<file path="src/rtl/anneal_run_sequencer.sv">
// Run sequencer for the analog Ising core: walks N annealing runs through
// fetch-IC, pre-program, program, anneal and read-out, handing each result to the spin RF writer.
module anneal_run_sequencer #(
    parameter int RUN_W        = 8,
    parameter int INTERVAL_W   = 8,
    parameter int PRE_PROG_CYC = 4,
    parameter int PROG_CYC     = 4,
    parameter int READ_CYC     = 2
) (
    input  logic                  i_clk,
    input  logic                  i_rstn,
    input  logic                  i_start,
    input  logic                  i_abort,
    input  logic [RUN_W-1:0]      i_total_runs,
    input  logic [INTERVAL_W-1:0] i_run_interval,
    output logic                  o_ic_req,
    input  logic                  i_ic_ack,
    output logic                  o_pre_prog_ic,
    output logic                  o_prog_ic,
    output logic                  o_ccii_ena,
    output logic                  o_read_out_ena,
    output logic                  o_cap_valid,
    input  logic                  i_cap_ready,
    output logic [RUN_W-1:0]      o_run_counter,
    output logic                  o_busy,
    output logic                  o_done
);

    localparam int MAX_P = (PRE_PROG_CYC > PROG_CYC)
                         ? ((PRE_PROG_CYC > READ_CYC) ? PRE_PROG_CYC : READ_CYC)
                         : ((PROG_CYC > READ_CYC) ? PROG_CYC : READ_CYC);
    localparam int P_W   = (MAX_P > 1) ? $clog2(MAX_P) : 1;
    localparam int CNT_W = (INTERVAL_W > P_W) ? INTERVAL_W : P_W;

    // READ_HOLD is the second half of read-out: strobes stay up while capture is offered.
    typedef enum logic [3:0] {
        S_IDLE, S_FETCH_IC, S_PRE_PROG, S_PROG, S_ANNEAL,
        S_READOUT, S_READ_HOLD, S_NEXT, S_DONE
    } state_e;

    state_e                state_q, state_d;
    logic [CNT_W-1:0]      cnt_q, cnt_d;
    logic [RUN_W-1:0]      run_cnt_q, run_cnt_d;
    logic [RUN_W-1:0]      total_q, total_d;
    logic [INTERVAL_W-1:0] interval_q, interval_d;

    logic ic_req_q, ic_req_d, pre_q, pre_d, prog_q, prog_d, ccii_q, ccii_d;
    logic ro_q, ro_d, cv_q, cv_d, busy_q, busy_d, done_q, done_d;

    always_ff @(posedge i_clk or negedge i_rstn) begin
        if (!i_rstn) begin
            state_q    <= S_IDLE;
            cnt_q      <= '0;
            run_cnt_q  <= '0;
            total_q    <= '0;
            interval_q <= '0;
            ic_req_q   <= 1'b0;
            pre_q      <= 1'b0;
            prog_q     <= 1'b0;
            ccii_q     <= 1'b0;
            ro_q       <= 1'b0;
            cv_q       <= 1'b0;
            busy_q     <= 1'b0;
            done_q     <= 1'b0;
        end else begin
            state_q    <= state_d;
            cnt_q      <= cnt_d;
            run_cnt_q  <= run_cnt_d;
            total_q    <= total_d;
            interval_q <= interval_d;
            ic_req_q   <= ic_req_d;
            pre_q      <= pre_d;
            prog_q     <= prog_d;
            ccii_q     <= ccii_d;
            ro_q       <= ro_d;
            cv_q       <= cv_d;
            busy_q     <= busy_d;
            done_q     <= done_d;
        end
    end

    always_comb begin
        state_d    = state_q;
        cnt_d      = cnt_q;
        run_cnt_d  = run_cnt_q;
        total_d    = total_q;
        interval_d = interval_q;
        if (i_abort) begin
            state_d    = S_IDLE;
            cnt_d      = '0;
            run_cnt_d  = '0;
            total_d    = '0;
            interval_d = '0;
        end else begin
            case (state_q)
                S_IDLE: if (i_start) begin
                    total_d    = i_total_runs;
                    interval_d = i_run_interval;
                    run_cnt_d  = '0;
                    state_d    = (i_total_runs != '0) ? S_FETCH_IC : S_DONE;
                end
                S_FETCH_IC: if (i_ic_ack) begin
                    state_d = S_PRE_PROG;
                    cnt_d   = CNT_W'(PRE_PROG_CYC - 1);
                end
                S_PRE_PROG: if (cnt_q == '0) begin
                    state_d = S_PROG;
                    cnt_d   = CNT_W'(PROG_CYC - 1);
                end else begin
                    cnt_d = cnt_q - 1'b1;
                end
                S_PROG: if (cnt_q == '0) begin
                    state_d = S_ANNEAL;
                    // a zero interval still anneals for one cycle
                    cnt_d   = (interval_q == '0) ? '0 : CNT_W'(interval_q - 1'b1);
                end else begin
                    cnt_d = cnt_q - 1'b1;
                end
                S_ANNEAL: if (cnt_q == '0) begin
                    state_d = S_READOUT;
                    cnt_d   = CNT_W'(READ_CYC - 1);
                end else begin
                    cnt_d = cnt_q - 1'b1;
                end
                S_READOUT: if (cnt_q == '0) begin
                    state_d = S_READ_HOLD;
                end else begin
                    cnt_d = cnt_q - 1'b1;
                end
                S_READ_HOLD: if (i_cap_ready) begin
                    state_d = S_NEXT;
                end
                S_NEXT: if (run_cnt_q == total_q - 1'b1) begin
                    state_d = S_DONE;
                end else begin
                    run_cnt_d = run_cnt_q + 1'b1;
                    state_d   = S_FETCH_IC;
                end
                S_DONE:  state_d = S_IDLE;
                default: state_d = S_IDLE;
            endcase
        end
    end

    // Outputs are decoded from the next state so they register alongside it.
    always_comb begin
        ic_req_d = 1'b0;
        pre_d    = 1'b0;
        prog_d   = 1'b0;
        ccii_d   = 1'b0;
        ro_d     = 1'b0;
        cv_d     = 1'b0;
        done_d   = 1'b0;
        busy_d   = (state_d != S_IDLE);
        case (state_d)
            S_FETCH_IC:  ic_req_d = 1'b1;
            S_PRE_PROG:  pre_d    = 1'b1;
            S_PROG:      prog_d   = 1'b1;
            S_ANNEAL:    ccii_d   = 1'b1;
            S_READOUT: begin
                ccii_d = 1'b1;
                ro_d   = 1'b1;
            end
            S_READ_HOLD: begin
                ccii_d = 1'b1;
                ro_d   = 1'b1;
                cv_d   = 1'b1;
            end
            S_DONE:      done_d   = 1'b1;
            default:     ;
        endcase
    end

    assign o_ic_req       = ic_req_q;
    assign o_pre_prog_ic  = pre_q;
    assign o_prog_ic      = prog_q;
    assign o_ccii_ena     = ccii_q;
    assign o_read_out_ena = ro_q;
    assign o_cap_valid    = cv_q;
    assign o_busy         = busy_q;
    assign o_done         = done_q;
    assign o_run_counter  = run_cnt_q;

endmodule

</file>
<file path="config.mk">
export PLATFORM = sky130hd
export DESIGN_NAME = anneal_run_sequencer
export DESIGN_NICKNAME = d
export VERILOG_FILES = /design/src/rtl/anneal_run_sequencer.sv
export SDC_FILE = /design/constraint.sdc
export NUM_CORES = 1
export LEC_CHECK = 0
export CAP_MARGIN = 20
export CORE_UTILIZATION = 40
export CTS_CLUSTER_DIAMETER = 50
export DETAILED_ROUTE_END_ITERATION = 16
export PLACE_DENSITY_LB_ADDON = 0.05
export REMOVE_ABC_BUFFERS = 1
export SLEW_MARGIN = 10
export SYNTH_ARGS = -nofsm -noshare
export SYNTH_HDL_FRONTEND = slang
export SYNTH_SLANG_ARGS = --single-unit
</file>
<file path="constraint.sdc">
create_clock -name i_clk -period 6.75 [get_ports i_clk]
set_input_delay 1.35 -clock i_clk [delete_from_list [all_inputs] [get_ports i_clk]]
set_output_delay 1.35 -clock i_clk [all_outputs]
set_load 0.005 [all_outputs]
</file>
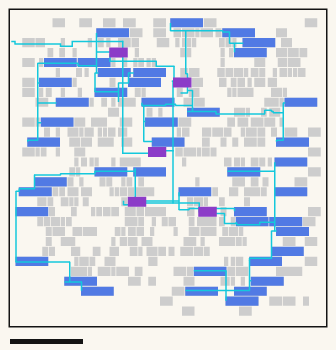
Run 1: clock distribution
Bar = 20 um.
Key: blue = flip-flops [count 44]; purple = clock-net drivers [count 5]; cyan = clock wires [length 612 um]
Position of the flops: spread over the die. There are 6 routed clock nets.

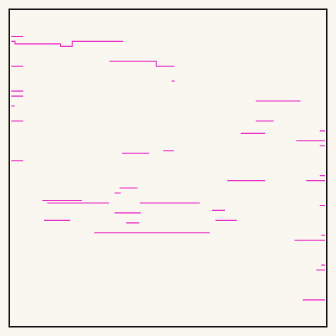
Run 1: M3 wires
The wires run mostly horizontal. 33 nets have wire on it. The layer carries 254 um of wire. The longest straight run is 31.3 um.
count of vias placed by the detailed router: 2534
met3 usage in global routing: 3.14%

==> run notes, run 1 <==
The clock insertion delay at the later pin of the skew report is 0.30 ns. The share of layout cells above drive strength 1 was 7.10%. After clock tree synthesis, the setup repair step added 0 buffers. Per the final timing report, the hold violations number 0.

The largest individual stage delay along the critical path comes from the cell sky130_fd_sc_hd__and3_1. For the cell area after synthesis, the log shows 2850 um^2. TritonCTS built the clock tree.

The run gives 337 for the cell total in the yosys stat output. The number of antenna diodes in the final layout is 0. Setup repair after global routing left no endpoint under its margin. Largest combinational cell category by area: simple AND/OR/NAND/NOR gates.

The first global-routing pass estimated 11500 um of wire. The synthesized netlist contains 61 unique library cells. The largest net degree at the start of global routing was 45; the number of global-route vias before repair was 2367. The tightest slew margin relative to the limit was 47.7%; the summed standard-cell area reported by yosys was 2850 um^2.

In this run the maximum-capacitance check reported violations numbering 0. Looking at the power breakdown, the clock network takes 26.3% of the total. The switching fraction of total power came out at 32.9%. The tools report the capturing element type of the critical path as a flip-flop. The share of synthesized area occupied by flip-flops and latches is 38.6%, and the synthesized-area fraction occupied by adder cells is 2.19%.

Library cell used as clock root buffer: sky130_fd_sc_hd__clkbuf_8. The total number of warnings across the stage logs came out at 26. The run gives 14.5 um for the average wire length per cell after detail routing. The run gives 100% for the fraction of registers with async set/reset.

The weighted congestion at the end of routability-driven global placement is 0.834. The end-of-flow timing check tallies setup violations at 0. According to the report, the first pass of detailed routing completed in 4 iterations. In the final run the clock tree shows a worst skew of 0.00973 ns. The flow ran to the end, and the final reports show no timing, DRC or antenna violations.

Kind of cell adding the most delay to the critical path: simple AND/OR/NAND/NOR gates. The run gives 4.08 ns as the register-to-register setup slack. For the final net count, the log shows 392. The residual antenna-violating net count after detailed routing is 0. Overall routing resource usage recorded by global route was 19.4%. In this run, synthesis inferred 0 flip-flops with an integrated enable. The tools report the core utilization at floorplan as 41.8%. In this run, placement finished with an instance count of 453. The sum of overflow across all layers after global routing came out at 0. Dominant logic cell type in the layout: sky130_fd_sc_hd__nand2_1.

The synthesis run shows multiplexers occupying 2.11% of the cell area. For this run, the detailed router reports a per-instance via density of 5.48. The final report gives the standard cell area, fillers excluded, as 3380 um^2. The internal portion of the total power is 0.000445 W. The number of top-level pins was 38.

The die covers 7470 um^2. The main area contributors are sky130_fd_sc_hd__dfrtp_1 (39%), sky130_fd_sc_hd__nand2_1 (6.4%), sky130_fd_sc_hd__a21oi_1 (6.0%). The run gives 8.47 um^2 for the mean instance size in the synthesized netlist. TritonCTS buffer count: 5. The report lists the cells along the critical path as clkdlybuf4s50_1, and3_1, a21oi_1, o211ai_2, o211ai_1, nor4_2. The largest total area in the synthesized netlist belongs to sky130_fd_sc_hd__dfrtp_1.

For the worst endpoint required time, the log shows 6.95 ns. The logs give 0.342 GHz for the peak clock frequency supported by timing and 28.6% for the power share of the combinational group. The total of cells resized after clock tree synthesis was 0; the flip-flop and latch count after synthesis was 44.

In the CTS report, the clock slew at the register clock pins of the worst setup and hold paths is listed as 0.08 ns. The final critical-path share of the clock period works out to 43.3%. For reference, the most critical setup path is categorized as in2reg.

The cell-mix breakdown from Yosys lists the compound-gate area share as 19.8%. Per the cell usage report, the commonest logic cells after layout are sky130_fd_sc_hd__nand2_1 (49), sky130_fd_sc_hd__dfrtp_1 (44), sky130_fd_sc_hd__clkdlybuf4s50_1 (36). As logged by OpenROAD, the buffers inserted on ports number 37.
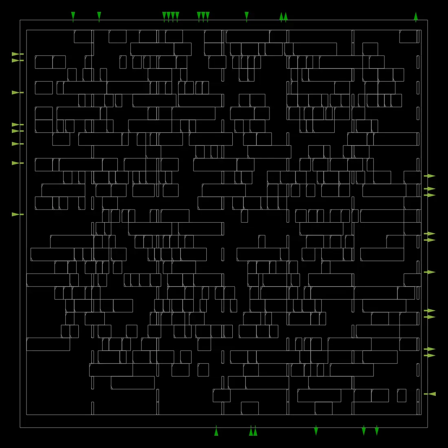
Run 1: cell placement
fillcell total: 689
number of flip-flops and latches: 44
Cell Count, Final, Fillers Out: 462
Tap Cells: 96
final core occ: 49.5%

==> run 1: tightest hold or removal path, stage by stage (launching register included) <==
cell and delay (ns):
sky130_fd_sc_hd__dfrtp_1 0.40, sky130_fd_sc_hd__nand2_1 0.06, sky130_fd_sc_hd__a21oi_1 0.05
==> run 1: final cells by class <==
type	instances	area, um^2	area share (%)
Clock buffer	6	82.6	2.44
Clock inverter	2	10.0	0.296
Inverter	14	52.6	1.55
Multi-Input combinational cell	260	1620	47.8
Sequential cell	44	1100	32.5
Tap cell	96	120	3.55
Timing Repair Buffer	40	400	11.8
==> run 1: path summary, 6_finish.rpt <==
| path | start | end | cells past startpoint |
|---|---|---|---|
| max reg2reg | total_q[0] | o_ic_req | 8 |
| min in group asynchronous | i_rstn | o_run_counter[5] | 1 |
| min reg2reg | interval_q[7] | interval_q[7] | 2 |
| min | interval_q[7] | interval_q[7] | 2 |
| max | i_start | o_ic_req | 6 |
| max in group asynchronous | i_rstn | interval_q[6] | 2 |
==> run 1: power groups by stage <==
stage                     combinational (W)  sequential, W  clock, W
after floorplan                    0.000132       0.000298         0
after CTS                          0.000189       0.000298  0.000184
after global routing               0.000212       0.000301  0.000191
final                              0.000190       0.000298  0.000175
after detailed placement           0.000188       0.000304         0
after global placement             0.000187       0.000303         0
==> run 1: registers in the layout, indices dropped and copies added (netlist names) <==
register / count
o_ic_req: 1
o_cap_valid: 1
o_prog_ic: 1
o_ccii_ena: 1
cnt_q: 8
state_q: 4
interval_q: 8
o_pre_prog_ic: 1
o_read_out_ena: 1
total_q: 8
o_busy: 1
o_run_counter: 8
o_done: 1
==> run 1: Yosys cell counts, types with 3 or more instances <==
cell                        count
sky130_fd_sc_hd__and3_1         5
sky130_fd_sc_hd__dfrtp_1       44
sky130_fd_sc_hd__clkbuf_1      13
sky130_fd_sc_hd__inv_1         14
sky130_fd_sc_hd__or3_1          5
sky130_fd_sc_hd__nand2_1       49
sky130_fd_sc_hd__o21ai_0       12
sky130_fd_sc_hd__nand3_1        4
sky130_fd_sc_hd__o32ai_1        3
sky130_fd_sc_hd__xnor2_1       13
sky130_fd_sc_hd__nor2b_1        5
sky130_fd_sc_hd__nor2_1        26
sky130_fd_sc_hd__o21ai_1        3
sky130_fd_sc_hd__and2_1         3
sky130_fd_sc_hd__o2111ai_1      4
sky130_fd_sc_hd__a211oi_1       3
sky130_fd_sc_hd__ha_1           5
sky130_fd_sc_hd__a21oi_1       34
sky130_fd_sc_hd__nand2b_1       6
sky130_fd_sc_hd__o211ai_1       3
sky130_fd_sc_hd__nand4_1        3
sky130_fd_sc_hd__nor3b_1        3
sky130_fd_sc_hd__nor3_1        12
sky130_fd_sc_hd__mux2i_1        6
sky130_fd_sc_hd__nor4_1        12
sky130_fd_sc_hd__o21a_1         3
==> run 1: metal layers <==
layer	vias to the layer above	track usage (%)	wire [um]
met5	-	0	0
met4	0	5.00	63
met3	5	3.14	254
met2	57	31.2	3120
met1	1202	27.3	3260
li1	1270	-	-
==> run 1: metrics by stage <==
step	power (W)	hold WS (ns)
after floorplan	0.000430	0.522
after global placement	0.000490	0.548
after detailed placement	0.000492	0.552
after CTS	0.000672	0.564
after global routing	0.000704	0.598
final	0.000663	0.558
Run 1, ports around the boundary:
Pins as bars across the die edge, other pins in grey.
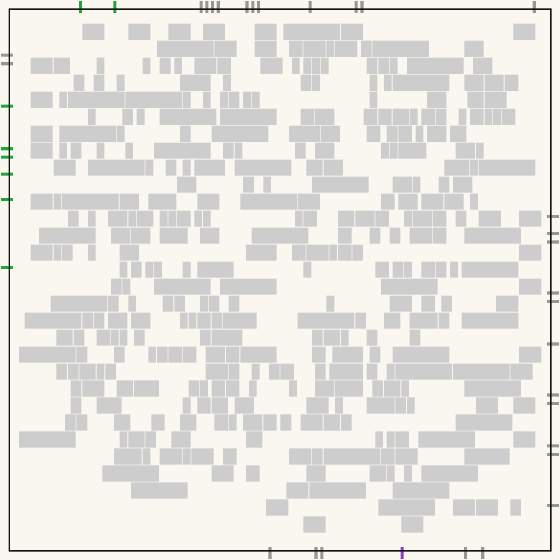

--- run 2 (diff from run 1) ---
==> constraint.sdc (replaced) <==
create_clock -name i_clk -period 3.02 [get_ports i_clk]
set_input_delay 0.604 -clock i_clk [delete_from_list [all_inputs] [get_ports i_clk]]
set_output_delay 0.604 -clock i_clk [all_outputs]
set_load 0.005 [all_outputs]
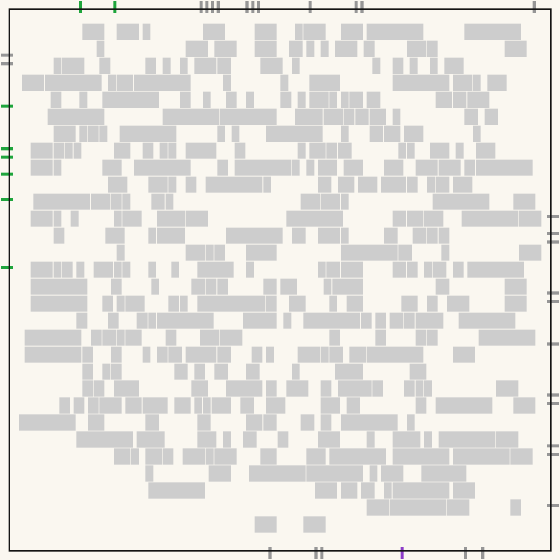
Run 2: ports around the boundary
Pins as bars across the die edge, other pins in grey.
Key: green = `i_run_interval` [pins 8, direction input, edge 6 west, 2 north]; purple = `o_ccii_ena` [pins 1, direction output, edge south]
All pins by edge: 13 north, 11 east, 8 west, 6 south.

==> run notes, run 2 <==
Traced cell by cell, the critical path runs through inv_1, ha_1, nor2b_1, xnor2_1, o41ai_1, o2111ai_1, o211ai_1, nor2_1. In the post-synthesis netlist, the biggest area contributors are sky130_fd_sc_hd__dfrtp_1 (39%), sky130_fd_sc_hd__nand2_1 (6.4%), sky130_fd_sc_hd__a21oi_1 (6.0%). With the met2 capacity usage during global routing at 33.4%, the count of buffers added by post-CTS timing repair for setup is 0. The timing report gives the clock slew at the launch and capture registers of the worst setup and hold paths as 0.09 ns.

Per the layout area report, the register area comes to 1100 um^2. For the first-iteration detailed-routing DRC count, the log shows 114. Looking at area per cell type in the netlist, the leader is sky130_fd_sc_hd__dfrtp_1.

The logic depth of the worst register-to-register path was 8; the core utilization at floorplan was 41.8%. After floorplanning, the die was sized to cover 7470 um^2. Per the synth stats, the proportion of register bits with asynchronous set or reset is 100%.

Entering global routing, the biggest net connects 45 pins. The H-tree was split into 2 levels. Detailed routing inserted a total of 2564 vias.

The run gives 26.4% as the met1 track demand over resource. For this run, the register share of the synthesized area comes to 38.6%. Per the final timing report, the hold violations number 0.

The residual antenna-violating net count after detailed routing came out at 0. OpenROAD reports that the post-layout worst path occupies 82.8% of the period. In this run, distinct cell masters in the synthesized netlist total 61.

After its last routability iteration, the placer logged a weighted congestion of 0.837. The net count of the finished layout is 395. The run gives 2850 um^2 for the summed standard-cell area reported by yosys. In this run the maximum-capacitance check reported violations numbering 0. Yosys mapped a number of flops with a built-in enable equal to 0.

In the global route stage, overall resource usage came out at 19.8%. The peak clock frequency supported by timing was 0.400 GHz; the number of detailed-routing iterations run before antenna repair was 4. The number of global-route vias before repair is 2401. The flow ran to the end, and the final reports show no timing, DRC or antenna violations.

In the synthesized netlist, the cells that appear most often are sky130_fd_sc_hd__nand2_1 (49), sky130_fd_sc_hd__dfrtp_1 (44), sky130_fd_sc_hd__a21oi_1 (34). For this design, Yosys synthesis ends with a cell count of 337. The dominant logic cell type in the layout is sky130_fd_sc_hd__nand2_1.

The cell sitting at the root of the clock tree is a sky130_fd_sc_hd__clkbuf_8. Setup repair after global routing left no endpoint under its margin. The worst clock skew on the final layout is 0.0106 ns. The critical path is of the reg2reg type. Global route summary, busiest routing layer listed as met2.

In the final routed layout, each cell accounts on average for 15.0 um. From the final report, the count of setup violators was given as 0. In the layout the commonest cells are sky130_fd_sc_hd__nand2_1 (49), sky130_fd_sc_hd__dfrtp_1 (44), sky130_fd_sc_hd__clkdlybuf4s50_1 (36).

The register-to-register setup slack came out at 0.52 ns. TritonCTS built the clock tree. Per the TritonCTS log, the buffer count is 5. The post-route minimum period was 2.50 ns. The mean instance size in the synthesized netlist works out to 8.47 um^2. The tightest slew margin relative to the limit was 53.9%. Of the cells placed in the final design, the portion with a size suffix greater than 1 is 7.86%. The endpoint of the worst register-to-register path was o_prog_ic. The final antenna diode tally reported by the flow is 0.

According to the timing report, the critical path is launched from total_q[0]. The library cell contributing the largest single delay on the critical path is sky130_fd_sc_hd__o2111ai_1. After synthesis the netlist holds a flip-flop and latch count of 44. The finished layout reports a core utilization of 50.1%. The layout report lists the multi-input gate area as 1620 um^2. The run gives 5.51 for the post-detailed-route via-to-cell ratio. The stage logs contain a warning count of 26. After synthesis the cells add up to 2850 um^2.

The layout has 682 filler cells. The clock insertion delay at the later pin of the skew report came out at 0.31 ns. Per the placement report, the placed cell count is 456. The worst setup path is captured at a flip-flop. The sum of overflow across all layers after global routing was 0; the number of non-filler instances in the completed layout was 465.

Post-CTS repair ended up resizing 0 cells. Pin placement for this block handled 38 I/O pins. The number of buffers inserted by port buffering is 37.
run 2: cell count changes in the layout (fill, tap and decap cells not counted), sizes merged:
cell,previous run,this run
clkinv,2,1
bufinv,0,1
buf,4,7
clkbuf,6,5
clkinvlp,0,1
run 2: report_power, final:
part	leakage (nW)	total [W]	internal (W)	switching, W
combinational	0.751	0.000430	0.000194	0.000236
sequential	0.602	0.000666	0.000622	0.0000440
clock	0.0541	0.000467	0.000245	0.000222
total	1.41	0.00156	0.00106	0.000501
run 2: per-layer routing:
layer	wire, um	part of all wire, %
met4	95	1.4
met2	3330	48
met5	0	0
met3	188	2.7
met1	3340	48
run 2: how the worst max path moves through the flow:
stage	endpoint	slack (ns)
detailed placement	o_prog_ic	0.54
floorplan	o_ic_req	0.85
CTS	o_prog_ic	0.52
global placement	cnt_q[4]	0.60
finish	o_prog_ic	0.52
global route	o_prog_ic	0.30
run 2: cell families after synthesis:
| family | count (synthesis) | share of synthesized area, % |
|---|---|---|
| AND-OR/OR-AND | 84 | 19.8 |
| XOR/XNOR | 15 | 4.61 |
| adder cells (fa/ha/maj) | 5 | 2.19 |
| buffers and inverters | 33 | 4.74 |
| flip-flops | 44 | 38.6 |
| multiplexers | 6 | 2.11 |
| AND/OR/NAND/NOR | 150 | 28.0 |
run 2: cell type report:
type	instances	area share, %
multi-input combinational	260	47.2
sequential	44	32.2
timing repair buffer	43	12.3
tap	96	3.51
clock buffer	5	2.01
inverter	14	1.53
clock inverter	3	1.24
run 2: stage by stage:
stage	cell area [um^2]	total power, W	setup WS [ns]	hold slack (ns)
CTS	3400	0.00158	0.517	0.507
finish	3420	0.00156	0.518	0.206
floorplan	2770	0.000962	0.846	0.308
global route	3420	0.00165	0.295	0.226
detailed placement	3290	0.00111	0.538	0.557
global placement	3290	0.00110	0.602	0.547
run 2: critical path, delay by kind of cell (launching register included):
kind            cells  cell delay [ns]
compound gates      3             1.29
flops               1             0.44
fa+ha+maj           1             0.23
simple gates        2             0.22
xor+xnor            1             0.13
buf+inv             1             0.07
Power figures rest on the tool's default switching activity, not on a simulated workload.
